==> images/m3.png <==
Cells faint in the background.
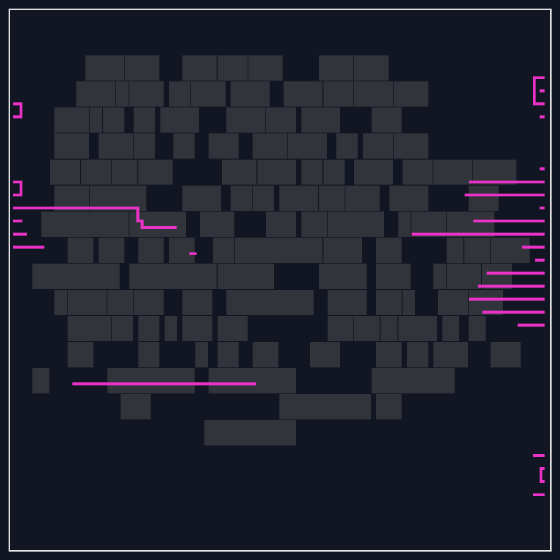
==> images/congestion_map.png <==
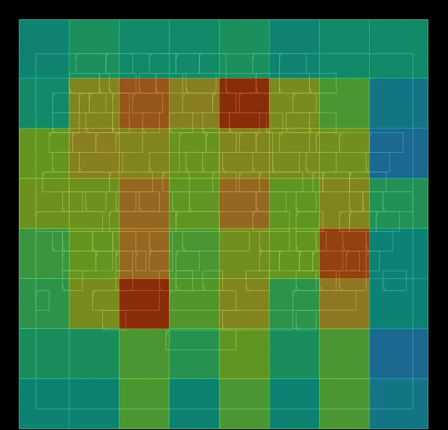
### config.mk
export PLATFORM = sky130hd
export DESIGN_NAME = icache_tag_ram_ctrl_flat
export DESIGN_NICKNAME = d
export VERILOG_FILES = /design/src/rtl/icache_tag_ram_ctrl_pkg.sv /design/src/rtl/icache_tag_ram_ctrl_if.sv /design/src/rtl/icache_tag_ram_ctrl.sv /design/src/flat_wrapper.sv
export SDC_FILE = /design/constraint.sdc
export NUM_CORES = 1
export LEC_CHECK = 0
export CORE_MARGIN = 2
export CORE_UTILIZATION = 25
export DETAILED_ROUTE_END_ITERATION = 6
export PLACE_DENSITY = 0.65
export SYNTH_ARGS = -nofsm -noshare
export SYNTH_HDL_FRONTEND = slang
export SYNTH_SLANG_ARGS = --single-unit
### constraint.sdc
create_clock -name clk -period 1.8 [get_ports clk]
set_input_delay 0.36 -clock clk [delete_from_list [all_inputs] [get_ports clk]]
set_output_delay 0.36 -clock clk [all_outputs]
set_load 0.02 [all_outputs]
### src/rtl/icache_tag_ram_ctrl_pkg.sv
// Shared types and constants for the L1.5 icache tag RAM controller.
package icache_tag_ctrl_pkg;

    localparam int unsigned DATA_WIDTH = 7;   // valid bit + tag
    localparam int unsigned ADDR_WIDTH = 6;   // depth = 2**ADDR_WIDTH

    typedef enum logic [1:0] {
        IDLE  = 2'd0,
        FLUSH = 2'd1,
        DONE  = 2'd2
    } state_t;

    // Value written to every entry during an invalidation sweep (valid bit cleared).
    localparam logic [DATA_WIDTH-1:0] FLUSH_WDATA = '0;

endpackage

### src/rtl/icache_tag_ram_ctrl_if.sv
// Bundles the requester, flush and tag RAM signals of the tag RAM controller.
// slave = the controller itself, master = cache controller / tag RAM side.
interface icache_tag_ram_ctrl_if
    import icache_tag_ctrl_pkg::*;
#(
    parameter int unsigned DW = DATA_WIDTH,
    parameter int unsigned AW = ADDR_WIDTH
) ();

    logic          flush_req_i;
    logic          flush_ack_o;
    logic          busy_o;
    logic          lookup_req_i;
    logic [AW-1:0] lookup_addr_i;
    logic          lookup_gnt_o;
    logic          lookup_rvalid_o;
    logic [DW-1:0] lookup_rdata_o;
    logic          refill_req_i;
    logic [AW-1:0] refill_addr_i;
    logic [DW-1:0] refill_wdata_i;
    logic          refill_gnt_o;
    logic          ram_req_o;
    logic          ram_write_o;
    logic [AW-1:0] ram_addr_o;
    logic [DW-1:0] ram_wdata_o;
    logic [DW-1:0] ram_rdata_i;

    modport slave (
        input  flush_req_i, lookup_req_i, lookup_addr_i,
               refill_req_i, refill_addr_i, refill_wdata_i, ram_rdata_i,
        output flush_ack_o, busy_o, lookup_gnt_o, lookup_rvalid_o, lookup_rdata_o,
               refill_gnt_o, ram_req_o, ram_write_o, ram_addr_o, ram_wdata_o
    );

    modport master (
        output flush_req_i, lookup_req_i, lookup_addr_i,
               refill_req_i, refill_addr_i, refill_wdata_i, ram_rdata_i,
        input  flush_ack_o, busy_o, lookup_gnt_o, lookup_rvalid_o, lookup_rdata_o,
               refill_gnt_o, ram_req_o, ram_write_o, ram_addr_o, ram_wdata_o
    );

endinterface

### src/rtl/icache_tag_ram_ctrl.sv
// Single-port tag RAM controller: arbitrates the tag SRAM port between refill
// writes and lookup reads (flush > refill > lookup) and runs invalidate-all sweeps.
// Optional feature macro: ICACHE_TAG_RESET_FLUSH_EN -- reset into a sweep that
// invalidates the array automatically and completes without pulsing flush_ack_o.
module icache_tag_ram_ctrl
    import icache_tag_ctrl_pkg::*;
(
    input  logic                  clk,
    input  logic                  rst,
    icache_tag_ram_ctrl_if.slave  bus
);

`ifdef ICACHE_TAG_RESET_FLUSH_EN
    localparam state_t RESET_STATE = FLUSH;
`else
    localparam state_t RESET_STATE = IDLE;
`endif

    state_t                r_state;
    state_t                w_next;
    logic [ADDR_WIDTH-1:0] r_flush_cnt;
    logic [ADDR_WIDTH-1:0] w_cnt_next;
    logic                  r_rvalid;
    logic                  w_rst_sweep;

    logic                  w_refill_gnt;
    logic                  w_lookup_gnt;
    logic                  w_ram_req;
    logic                  w_ram_write;
    logic [ADDR_WIDTH-1:0] w_ram_addr;
    logic [DATA_WIDTH-1:0] w_ram_wdata;
    logic                  w_busy;
    logic                  w_ack;

`ifdef ICACHE_TAG_RESET_FLUSH_EN
    logic r_rst_sweep;

    // Marks the sweep launched by reset so its completion is not acknowledged.
    always_ff @(posedge clk or posedge rst) begin
        if (rst) begin
            r_rst_sweep <= 1'b1;
        end else if (r_state == DONE) begin
            r_rst_sweep <= 1'b0;
        end
    end

    assign w_rst_sweep = r_rst_sweep;
`else
    assign w_rst_sweep = 1'b0;
`endif

    // State, sweep index and lookup read-valid registers.
    always_ff @(posedge clk or posedge rst) begin
        if (rst) begin
            r_state     <= RESET_STATE;
            r_flush_cnt <= '0;
            r_rvalid    <= 1'b0;
        end else begin
            r_state     <= w_next;
            r_flush_cnt <= w_cnt_next;
            r_rvalid    <= w_lookup_gnt;
        end
    end

    // Next-state, arbitration and RAM port decode.
    always_comb begin
        w_next       = r_state;
        w_cnt_next   = r_flush_cnt;
        w_refill_gnt = 1'b0;
        w_lookup_gnt = 1'b0;
        w_ram_req    = 1'b0;
        w_ram_write  = 1'b0;
        w_ram_addr   = '0;
        w_ram_wdata  = '0;
        w_busy       = 1'b0;
        w_ack        = 1'b0;

        case (r_state)
            IDLE: begin
                if (bus.flush_req_i) begin
                    w_next = FLUSH;
                end else if (bus.refill_req_i) begin
                    w_refill_gnt = 1'b1;
                    w_ram_req    = 1'b1;
                    w_ram_write  = 1'b1;
                    w_ram_addr   = bus.refill_addr_i;
                    w_ram_wdata  = bus.refill_wdata_i;
                end else if (bus.lookup_req_i) begin
                    w_lookup_gnt = 1'b1;
                    w_ram_req    = 1'b1;
                    w_ram_addr   = bus.lookup_addr_i;
                end
            end
            FLUSH: begin
                w_busy      = 1'b1;
                w_ram_req   = 1'b1;
                w_ram_write = 1'b1;
                w_ram_addr  = r_flush_cnt;
                w_ram_wdata = FLUSH_WDATA;
                w_cnt_next  = ADDR_WIDTH'(r_flush_cnt + 1'b1);
                if (r_flush_cnt == '1) begin
                    w_next = DONE;
                end
            end
            DONE: begin
                w_ack  = ~w_rst_sweep;
                w_next = IDLE;
            end
            default: begin
                w_next = IDLE;
            end
        endcase
    end

    // Grants and RAM requests are held off while reset is asserted.
    assign bus.refill_gnt_o    = w_refill_gnt & ~rst;
    assign bus.lookup_gnt_o    = w_lookup_gnt & ~rst;
    assign bus.ram_req_o       = w_ram_req & ~rst;
    assign bus.ram_write_o     = w_ram_write;
    assign bus.ram_addr_o      = w_ram_addr;
    assign bus.ram_wdata_o     = w_ram_wdata;
    assign bus.busy_o          = w_busy;
    assign bus.flush_ack_o     = w_ack;
    assign bus.lookup_rvalid_o = r_rvalid;
    assign bus.lookup_rdata_o  = bus.ram_rdata_i;

endmodule
### src/flat_wrapper.sv
// flat-port wrapper written by rule: the top's interface ports become plain ports
module icache_tag_ram_ctrl_flat import icache_tag_ctrl_pkg::*;
  (clk, rst, bus_flush_req_i, bus_lookup_req_i, bus_lookup_addr_i, bus_refill_req_i, bus_refill_addr_i, bus_refill_wdata_i, bus_ram_rdata_i, bus_flush_ack_o, bus_busy_o, bus_lookup_gnt_o, bus_lookup_rvalid_o, bus_lookup_rdata_o, bus_refill_gnt_o, bus_ram_req_o, bus_ram_write_o, bus_ram_addr_o, bus_ram_wdata_o);
  icache_tag_ram_ctrl_if bus_i ();
  input  logic clk;
  input  logic rst;
  input wire logic [$bits(bus_i.flush_req_i)-1:0] bus_flush_req_i;
  input wire logic [$bits(bus_i.lookup_req_i)-1:0] bus_lookup_req_i;
  input wire logic [$bits(bus_i.lookup_addr_i)-1:0] bus_lookup_addr_i;
  input wire logic [$bits(bus_i.refill_req_i)-1:0] bus_refill_req_i;
  input wire logic [$bits(bus_i.refill_addr_i)-1:0] bus_refill_addr_i;
  input wire logic [$bits(bus_i.refill_wdata_i)-1:0] bus_refill_wdata_i;
  input wire logic [$bits(bus_i.ram_rdata_i)-1:0] bus_ram_rdata_i;
  output wire logic [$bits(bus_i.flush_ack_o)-1:0] bus_flush_ack_o;
  output wire logic [$bits(bus_i.busy_o)-1:0] bus_busy_o;
  output wire logic [$bits(bus_i.lookup_gnt_o)-1:0] bus_lookup_gnt_o;
  output wire logic [$bits(bus_i.lookup_rvalid_o)-1:0] bus_lookup_rvalid_o;
  output wire logic [$bits(bus_i.lookup_rdata_o)-1:0] bus_lookup_rdata_o;
  output wire logic [$bits(bus_i.refill_gnt_o)-1:0] bus_refill_gnt_o;
  output wire logic [$bits(bus_i.ram_req_o)-1:0] bus_ram_req_o;
  output wire logic [$bits(bus_i.ram_write_o)-1:0] bus_ram_write_o;
  output wire logic [$bits(bus_i.ram_addr_o)-1:0] bus_ram_addr_o;
  output wire logic [$bits(bus_i.ram_wdata_o)-1:0] bus_ram_wdata_o;
  assign bus_i.flush_req_i = bus_flush_req_i;
  assign bus_i.lookup_req_i = bus_lookup_req_i;
  assign bus_i.lookup_addr_i = bus_lookup_addr_i;
  assign bus_i.refill_req_i = bus_refill_req_i;
  assign bus_i.refill_addr_i = bus_refill_addr_i;
  assign bus_i.refill_wdata_i = bus_refill_wdata_i;
  assign bus_i.ram_rdata_i = bus_ram_rdata_i;
  assign bus_flush_ack_o = bus_i.flush_ack_o;
  assign bus_busy_o = bus_i.busy_o;
  assign bus_lookup_gnt_o = bus_i.lookup_gnt_o;
  assign bus_lookup_rvalid_o = bus_i.lookup_rvalid_o;
  assign bus_lookup_rdata_o = bus_i.lookup_rdata_o;
  assign bus_refill_gnt_o = bus_i.refill_gnt_o;
  assign bus_ram_req_o = bus_i.ram_req_o;
  assign bus_ram_write_o = bus_i.ram_write_o;
  assign bus_ram_addr_o = bus_i.ram_addr_o;
  assign bus_ram_wdata_o = bus_i.ram_wdata_o;
  icache_tag_ram_ctrl u_core (.clk(clk), .rst(rst), .bus(bus_i));
endmodule
==> out/summary.txt <==
FF-to-FF Start = u_core.r_state[1]$_DFFE_PP0P_
tool warnings = 28
clock transition at the registers of the reported paths = 0.06 ns
Unique cell types = 26
Main synth FF type = dfrtp_1
Setup WS post-layout = -0.0532 ns
synthesis area per yosys = 686 um2
I/O pin count = 58
Top cells excl fill/tap = clkdlybuf4s50_1, buf_6, buf_4
Area growth, synth to finish = 92.5%
Largest cell class = non-clock buffers
H-tree depth = 1
number of enable flip-flop cells = 0
Storage cell area = 228 um2
initial drt markers = 8
crit path DAT = 1.49 ns
Worst slew margin = 79.3%
DR vias = 730
WL/cell = 13.6 um
Synth area leader = dfrtp_1
biggest area cells = dfrtp_1, buf_4, and2_1
fraction of area in registers = 17.3%
status = finished, violations left
Die Area = 0.00318 mm2
clock root cell = clkbuf_4
die width = 56.4 um
Tapcells = 30
final setup fails = 16
#MultiIn Comb = 53
average size of a mapped cell = 9.27 um2
vias per cell = 4.65
CTS tree = done
Fill cells = 237
mapped cell area = 686 um2
crit path cell chain = buf_4 -> nor2b_4 -> buf_4 -> a32oi_2 -> nand2_2 -> buf_6
Layout clock area frac = 1.99%
failing checks = negative setup slack
Logic area = 447 um2
bufs w/o clock = 60
Peak Freq = 0.540 GHz
Back to the opening pictures, m3.png:
longest straight run: 18.9 um
wire length on this layer: 125 um

Back to the opening pictures, congestion_map.png:
Tot GR Track Use: 13.9%
final core utilization: 51.9%
met1 Track Usage GR: 16.4%
M2 GR Usage: 24.2%
GRT Max-Usage Layer: met2

## synthesized netlist by cell type (2+ instances only)
library cell	number
a32oi_1	5
and2_1	9
and3_1	3
buf_4	8
buf_6	2
dfrtp_1	9
nand2_1	12
nand4_1	2
nor2_1	2
nor2b_1	2
nor3_1	2
xnor2_1	4
## logic make-up (layout without fill, tap and decap cells)
family	count (synthesis)	count (layout)	synth area share [%]
compound gates	9	9	11.1
mux	1	1	1.64
flops	9	9	32.8
buf+inv	12	65	13.3
simple gates	37	37	32.8
xor+xnor	5	5	6.39
fa+ha+maj	1	1	1.82
## report_power, final
group / switching (mW) / internal (mW) / total (mW) / leakage (nW)
combinational: 0.445 / 0.534 / 0.979 / 0.476
clock: 0.0674 / 0.0852 / 0.153 / 0.0150
sequential: 0.104 / 0.288 / 0.392 / 0.105
## timing repair
action / in CTS / in global routing
hold endpoints to repair: 0 / 0
pin swaps: 17 / 8
endpoints found under the setup margin: 19 / 18
setup buffers: 4 / 1
resized: 122 / 13
cloned: 1 / 0
## sequential cells by signal, summed over array words and instances, names as in the netlist
name	count
u_core.r_state	2
u_core.bus.lookup_rvalid_o	1
u_core.r_flush_cnt	6
## worst min-delay path, stage by stage
cell and delay, ns:
clkdlybuf4s50_1 0.42, inv_1 0.10, buf_4 0.18
## through the flow
stage                     utilization (%)  area, um2  TNS, ns
after floorplan                         -        686        0
after global placement               45.1       1150   -10.50
after detailed placement             45.1       1150   -10.90
after CTS                            49.8       1270   -0.762
after global routing                 51.9       1320    -1.62
final                                51.9       1320   -0.531
## metal layers
metal / vias to the layer above / wire, um
li1: 358 / -
met1: 346 / 836
met2: 22 / 1160
met3: 4 / 125
met4: 0 / 17
met5: - / 0
Power figures rest on the tool's default switching activity, not on a simulated workload.
